$ cat src/rtl/cb_mult_pkg.sv
// Shared definitions for the column-bypass multiplier family.
// Holds FSM state encodings, mode constants and a counter-width helper.
// No logic; imported by every block of the family.
package cb_mult_pkg;

  typedef logic [1:0] state_t;

  localparam state_t ST_IDLE = 2'd0;
  localparam state_t ST_RUN  = 2'd1;
  localparam state_t ST_DONE = 2'd2;

  // Mode selections shared with the combinational variants
  localparam int ET_OFF     = 0;
  localparam int ET_ON      = 1;
  localparam int BYPASS_OFF = 0;
  localparam int BYPASS_ON  = 1;

  // Width that can hold a count from 0 up to n inclusive
  function automatic int cnt_width(input int n);
    return $clog2(n + 1);
  endfunction

endpackage

$ cat src/rtl/cb_remaining_zero_detect.sv
// Flags when every multiplier bit above index k is zero.
// Purely combinational, zero latency.
// No handshake; evaluated every cycle from the registered operand.
module cb_remaining_zero_detect #(
  parameter int N  = 4,
  parameter int KW = 2
) (
  input  logic [N-1:0]  x,
  input  logic [KW-1:0] k,
  output logic          rem_zero
);

  // Scan the bits strictly above k; any set bit means work remains
  always_comb begin
    rem_zero = 1'b1;
    for (int i = 0; i < N; i++) begin
      if ((i > int'(k)) && x[i]) rem_zero = 1'b0;
    end
  end

endmodule

$ cat src/rtl/seq_cb_multiplier.sv
// Shift-add unsigned multiplier, one multiplier bit per cycle, adder gated on zero bits.
// Latency: 1..N cycles from accept to out_valid (N when early termination is off).
// Backpressure: product, run_cycles and add_count hold in DONE until out_ready.
module seq_cb_multiplier
  import cb_mult_pkg::*;
#(
  parameter int M          = 4,
  parameter int N          = 4,
  parameter int EARLY_TERM = ET_ON,
  parameter int BYPASS     = BYPASS_ON,
  parameter int CW         = cnt_width(N)
) (
  input  logic           clk,
  input  logic           rst_n,
  input  logic           in_valid,
  output logic           in_ready,
  input  logic [M-1:0]   a,
  input  logic [N-1:0]   x,
  output logic           out_valid,
  input  logic           out_ready,
  output logic [M+N-1:0] p,
  output logic [CW-1:0]  run_cycles,
  output logic [CW-1:0]  add_count
);

  localparam int KW = (N > 1) ? $clog2(N) : 1;
  localparam int PW = M + N;

  state_t        state;
  logic [M-1:0]  a_r;
  logic [N-1:0]  x_r;
  logic [PW-1:0] acc;
  logic [PW-1:0] p_r;
  logic [KW-1:0] k;
  logic [CW-1:0] rc_r;
  logic [CW-1:0] ac_r;

  logic          bit_set;
  logic          acc_en;
  logic          rem_zero;
  logic          last_bit;
  logic [PW-1:0] addend;
  logic [PW-1:0] acc_sum;

  cb_remaining_zero_detect #(
    .N  (N),
    .KW (KW)
  ) u_rzd (
    .x        (x_r),
    .k        (k),
    .rem_zero (rem_zero)
  );

  // Bit-k datapath: addend is forced to zero unless the bit is set, so the adder sees no toggles
  always_comb begin
    bit_set  = x_r[k];
    acc_en   = (BYPASS == BYPASS_ON) ? bit_set : 1'b1;
    addend   = bit_set ? (PW'(a_r) << k) : '0;
    acc_sum  = acc + addend;
    last_bit = (k == KW'(N - 1)) || ((EARLY_TERM == ET_ON) && rem_zero);
  end

  // Control FSM plus accumulator, bit index and characterisation counters
  always_ff @(posedge clk or negedge rst_n) begin
    if (!rst_n) begin
      state <= ST_IDLE;
      a_r   <= '0;
      x_r   <= '0;
      acc   <= '0;
      p_r   <= '0;
      k     <= '0;
      rc_r  <= '0;
      ac_r  <= '0;
    end else begin
      case (state)
        ST_IDLE: begin
          if (in_valid) begin
            a_r   <= a;
            x_r   <= x;
            acc   <= '0;
            k     <= '0;
            rc_r  <= '0;
            ac_r  <= '0;
            state <= ST_RUN;
          end
        end
        ST_RUN: begin
          rc_r <= rc_r + CW'(1);
          k    <= k + KW'(1);
          if (acc_en)  acc  <= acc_sum;
          if (bit_set) ac_r <= ac_r + CW'(1);
          if (last_bit) begin
            p_r   <= acc_sum;
            state <= ST_DONE;
          end
        end
        ST_DONE: begin
          if (out_ready) state <= ST_IDLE;
        end
        default: state <= ST_IDLE;
      endcase
    end
  end

  assign in_ready   = (state == ST_IDLE);
  assign out_valid  = (state == ST_DONE);
  assign p          = p_r;
  assign run_cycles = rc_r;
  assign add_count  = ac_r;

endmodule

$ cat config.mk
export PLATFORM = sky130hd
export DESIGN_NAME = seq_cb_multiplier
export DESIGN_NICKNAME = d
export VERILOG_FILES = /design/src/rtl/cb_mult_pkg.sv /design/src/rtl/cb_remaining_zero_detect.sv /design/src/rtl/seq_cb_multiplier.sv
export SDC_FILE = /design/constraint.sdc
export NUM_CORES = 1
export LEC_CHECK = 0
export ABC_AREA = 1
export CORE_MARGIN = 1.5
export CORE_UTILIZATION = 45
export CTS_BUF_LIST = sky130_fd_sc_hd__clkbuf_4
export DETAILED_ROUTE_END_ITERATION = 8
export GPL_TIMING_DRIVEN = 0
export PLACE_DENSITY = 0.68
export SYNTH_ARGS = -nofsm -noshare
export SYNTH_HDL_FRONTEND = slang
export SYNTH_HIERARCHICAL = 1
export SYNTH_SLANG_ARGS = --single-unit
export TNS_END_PERCENT = 20
$ cat constraint.sdc
create_clock -name clk -period 3.7 [get_ports clk]
set_input_delay 0.555 -clock clk [delete_from_list [all_inputs] [get_ports clk]]
set_output_delay 0.555 -clock clk [all_outputs]
set_load 0.03 [all_outputs]
==> GITHUB_STEP_SUMMARY <==
### Flow metrics

| Metric | Value |
|---|---|
| Arr. time, crit path | `2710 ps` |
| Starting Density | `0.479` |
| TritonRoute pass-1 iters | `4` |
| Iter 0 DRT Violations | `84` |
| Worst Path Required | `3980 ps` |
| Initial antenna violation count | `0` |
| Hpwl dp | `2.93 mm` |
| Net count, final | `298` |
| CP Class | `reg2reg` |
| Fmax | `412 MHz` |
| Share of layout cells above drive strength 1 | `0.138` |
| # Cells Yosys | `241` |
| Yosys chip area | `0.00197 sq mm` |
| R2r setup slk | `1270 ps` |
| Tool Warnings | `26` |
| CP endpoint kind | `flip-flop` |
| CTS Hold Bufs | `0` |
| Peak VDD IR | `0.000400 V` |
| Placer Congestion | `0.768` |
| Tmin final | `2430 ps` |
| DR DRC count | `0` |
| Worst reg2reg path depth | `15` |
| Diodes inserted | `0` |
| Leakage power | `1.23 nW` |
| Via density | `4.92` |
| R2r endpoint | `acc[4]` |
| Syn Area/Cell | `8.19 sq um` |
| Top-count cell post-synth | `nand2_1` |
| Synth Flop Type | `dfrtp_1` |
| Site row count | `23` |
| Async set or reset register ratio after synthesis | `1.00` |
| # IOs | `28` |
| Top cells by area | `dfrtp_1, nand2_1, ha_1` |
| Port-buffer cells | `27` |
| Syn_nets | `264` |
| H-tree levels | `2` |
| Yosys warns | `6` |
| Post-synth regs | `34` |
| Vias post-DR | `1600` |
| Outcome | `finished clean` |
| Slew @ Worst Pin | `758 ps` |
| # fillers | `413` |
| Final Instance Area | `0.00235 sq mm` |
| Post-synthesis cell count | `241` |
| Fin util | `0.572` |
| Max-area cell share | `0.431` |
| Clock skew | `6.72 ps` |
| Power per Cell Area | `807 mW/mm^2` |
| Post-CTS setup buffer count | `0` |
| Die height | `69.2 um` |
| First-pass GRT wire length | `7.01 mm` |
| Grt ovf | `0` |
| DIE AREA | `0.00479 sq mm` |
| Clock transition at the registers of the reported paths | `100 ps` |
| Pins Over Slew Limit | `0` |
| CTS tree | `yes` |
| Number of synthesized flops with an enable pin | `0` |
| Placed cell areas | `0.00230 sq mm` |
| WL final | `3.91 mm` |
| Late-Pin Clk Latency | `340 ps` |
| Synth cell count leaders | `nand2_1, dfrtp_1, inv_1` |
| Mapped Area | `0.00197 sq mm` |
| Bufs on Longest Clock Path | `2` |
| Die X-Extent | `69.2 um` |
| Hold crit path type | `in2async` |
| Setup TNS | `0 ps` |
| Final worst path period share | `0.656` |
| Finish-stage setup viols | `0` |
| Register share after synthesis | `0.431` |
| Antenna-violating nets left | `0` |
| CTS root buffer | `clkbuf_4` |
| Slew HR | `0.494` |
| # resized after CTS | `0` |
| Reg2reg start | `k[0]` |
| Critical path peak fanout | `8` |
| Core Region | `0.00412 sq mm` |
| Synth unique cells | `29` |
| Global-route usage over all layers | `0.184` |
| Final hold violation count | `0` |
| Area Overhead vs Synth | `19.3%` |
| Number of global-route vias before repair | `1555` |
| Pin count of the biggest net entering global routing | `35` |
| Yosys top cell by area | `dfrtp_1` |
| Wirelength per Cell | `12.0 um` |
| RSZ-0062 raised after global routing | `false` |
| Count of maximum capacitance violations | `0` |
| CP startpoint kind | `flip-flop` |
-- power breakdown --
part           leakage (nW)  switching (mW)  internal, mW  total [mW]
logic                 0.755           0.671         0.406        1.08
clock network        0.0278           0.123        0.0782       0.202
registers             0.447           0.111         0.510       0.621
-- worst max path at each step --
stage / startpoint / end / slack, ps
after CTS: k[0] / acc[4] / 1310
after global routing: k[1] / acc[6] / 1070
after floorplan: k[0] / acc[6] / 1660
after global placement: rst_n / p[6] / 1340
final: k[0] / acc[4] / 1270
after detailed placement: k[0] / acc[4] / 1350
-- worst max-delay path, stage by stage, from the launching register on --
cell,delay [ps]
dfrtp_1,410
buf_6,160
inv_4,60
nand2_1,70
nand3_2,110
nor3_1,220
ha_1,220
inv_1,60
fa_1,410
inv_1,70
nand2_1,40
nand2_1,70
nand2_1,70
xnor2_1,250
nand2_1,80
nand2_1,70
-- state kept, by name, summed over array words and instances, names as in the netlist --
name,cells
p,8
add_count,3
a_r,4
k,2
acc,8
x_r,4
run_cycles,3
state,2
-- per-stage QoR --
| step | setup WS (ps) | std cells | hold WS (ps) | power, mW |
|---|---|---|---|---|
| 2_1_floorplan | 1660 | 241 | 259 | 1.40 |
| 3_3_place_gp | 1340 | 318 | 453 | 1.68 |
| 3_5_place_dp | 1350 | 318 | 466 | 1.71 |
| 4_1_cts | 1310 | 325 | 282 | 1.91 |
| 5_1_grt | 1070 | 325 | 316 | 2.07 |
| 6_report | 1270 | 325 | 271 | 1.90 |
-- cells by family (layout without fill, tap and decap cells) --
family / count (synthesis) / in the layout / synth area share
buffers and inverters: 36 / 70 / 0.0824
multiplexers: 2 / 2 / 0.0101
XOR/XNOR: 4 / 4 / 0.0178
AND/OR/NAND/NOR: 129 / 129 / 0.308
adder cells (fa/ha/maj): 11 / 11 / 0.0736
AND-OR/OR-AND: 25 / 25 / 0.0774
flip-flops: 34 / 34 / 0.431
-- metal layers --
metal | wire, um | track usage | vias to the layer above
met5 | 0 | 0 | -
met4 | 87 | 0.0959 | 0
met2 | 1650 | 0.270 | 28
met1 | 2060 | 0.258 | 726
li1 | - | - | 838
met3 | 119 | 0.0349 | 8
-- cell type report --
class / instances / area, sq um / area share
Buffer: 5 / 43.8 / 0.0186
Clock buffer: 6 / 45.0 / 0.0191
Clock inverter: 1 / 7.51 / 0.00319
Inverter: 31 / 119 / 0.0505
Multi-Input combinational cell: 171 / 960 / 0.408
Sequential cell: 34 / 851 / 0.362
Tap cell: 50 / 62.6 / 0.0266
Timing Repair Buffer: 27 / 265 / 0.113
-- layout by cell type, fill, tap and decap left out, types with 3 or more instances in the layout --
master	Yosys	routed
xnor2_1	4	4
dfrtp_1	34	34
nand3_1	17	17
nand3_2	10	10
inv_2	5	5
ha_1	10	10
inv_1	25	25
nand2_1	82	82
a21oi_1	3	3
clkbuf_4	0	6
clkdlybuf4s50_1	0	26
buf_2	2	3
nand2_2	3	3
o21ai_1	14	14
nor2_1	9	9
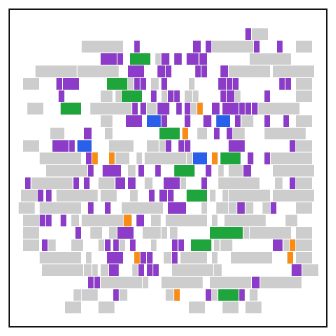
(gate-type map)
- NOR gates: orange (cells 10)
- adder and majority cells: green (cells 11)
- NAND gates: purple (cells 117)
- XOR/XNOR gates: blue (cells 4; where center)

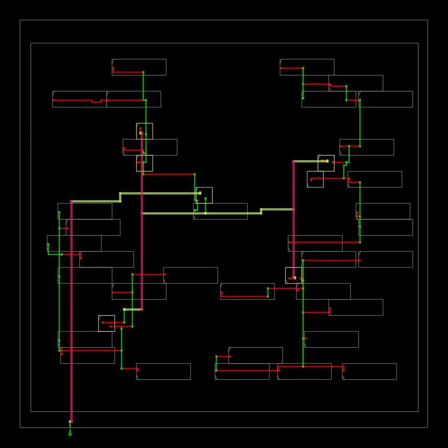
(the clock network)
sink count of the clock tree: 34
CTS buffer count: 5
FF+latch count: 34

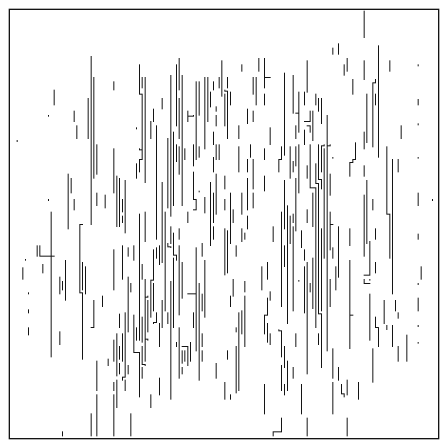
(met2 routing)
- nets with wire on the layer: 231
- longest straight run: 38.1 um
- wire length on this layer: 1650 um
- main direction: vertical

Power is estimated from default activity; no workload was simulated.
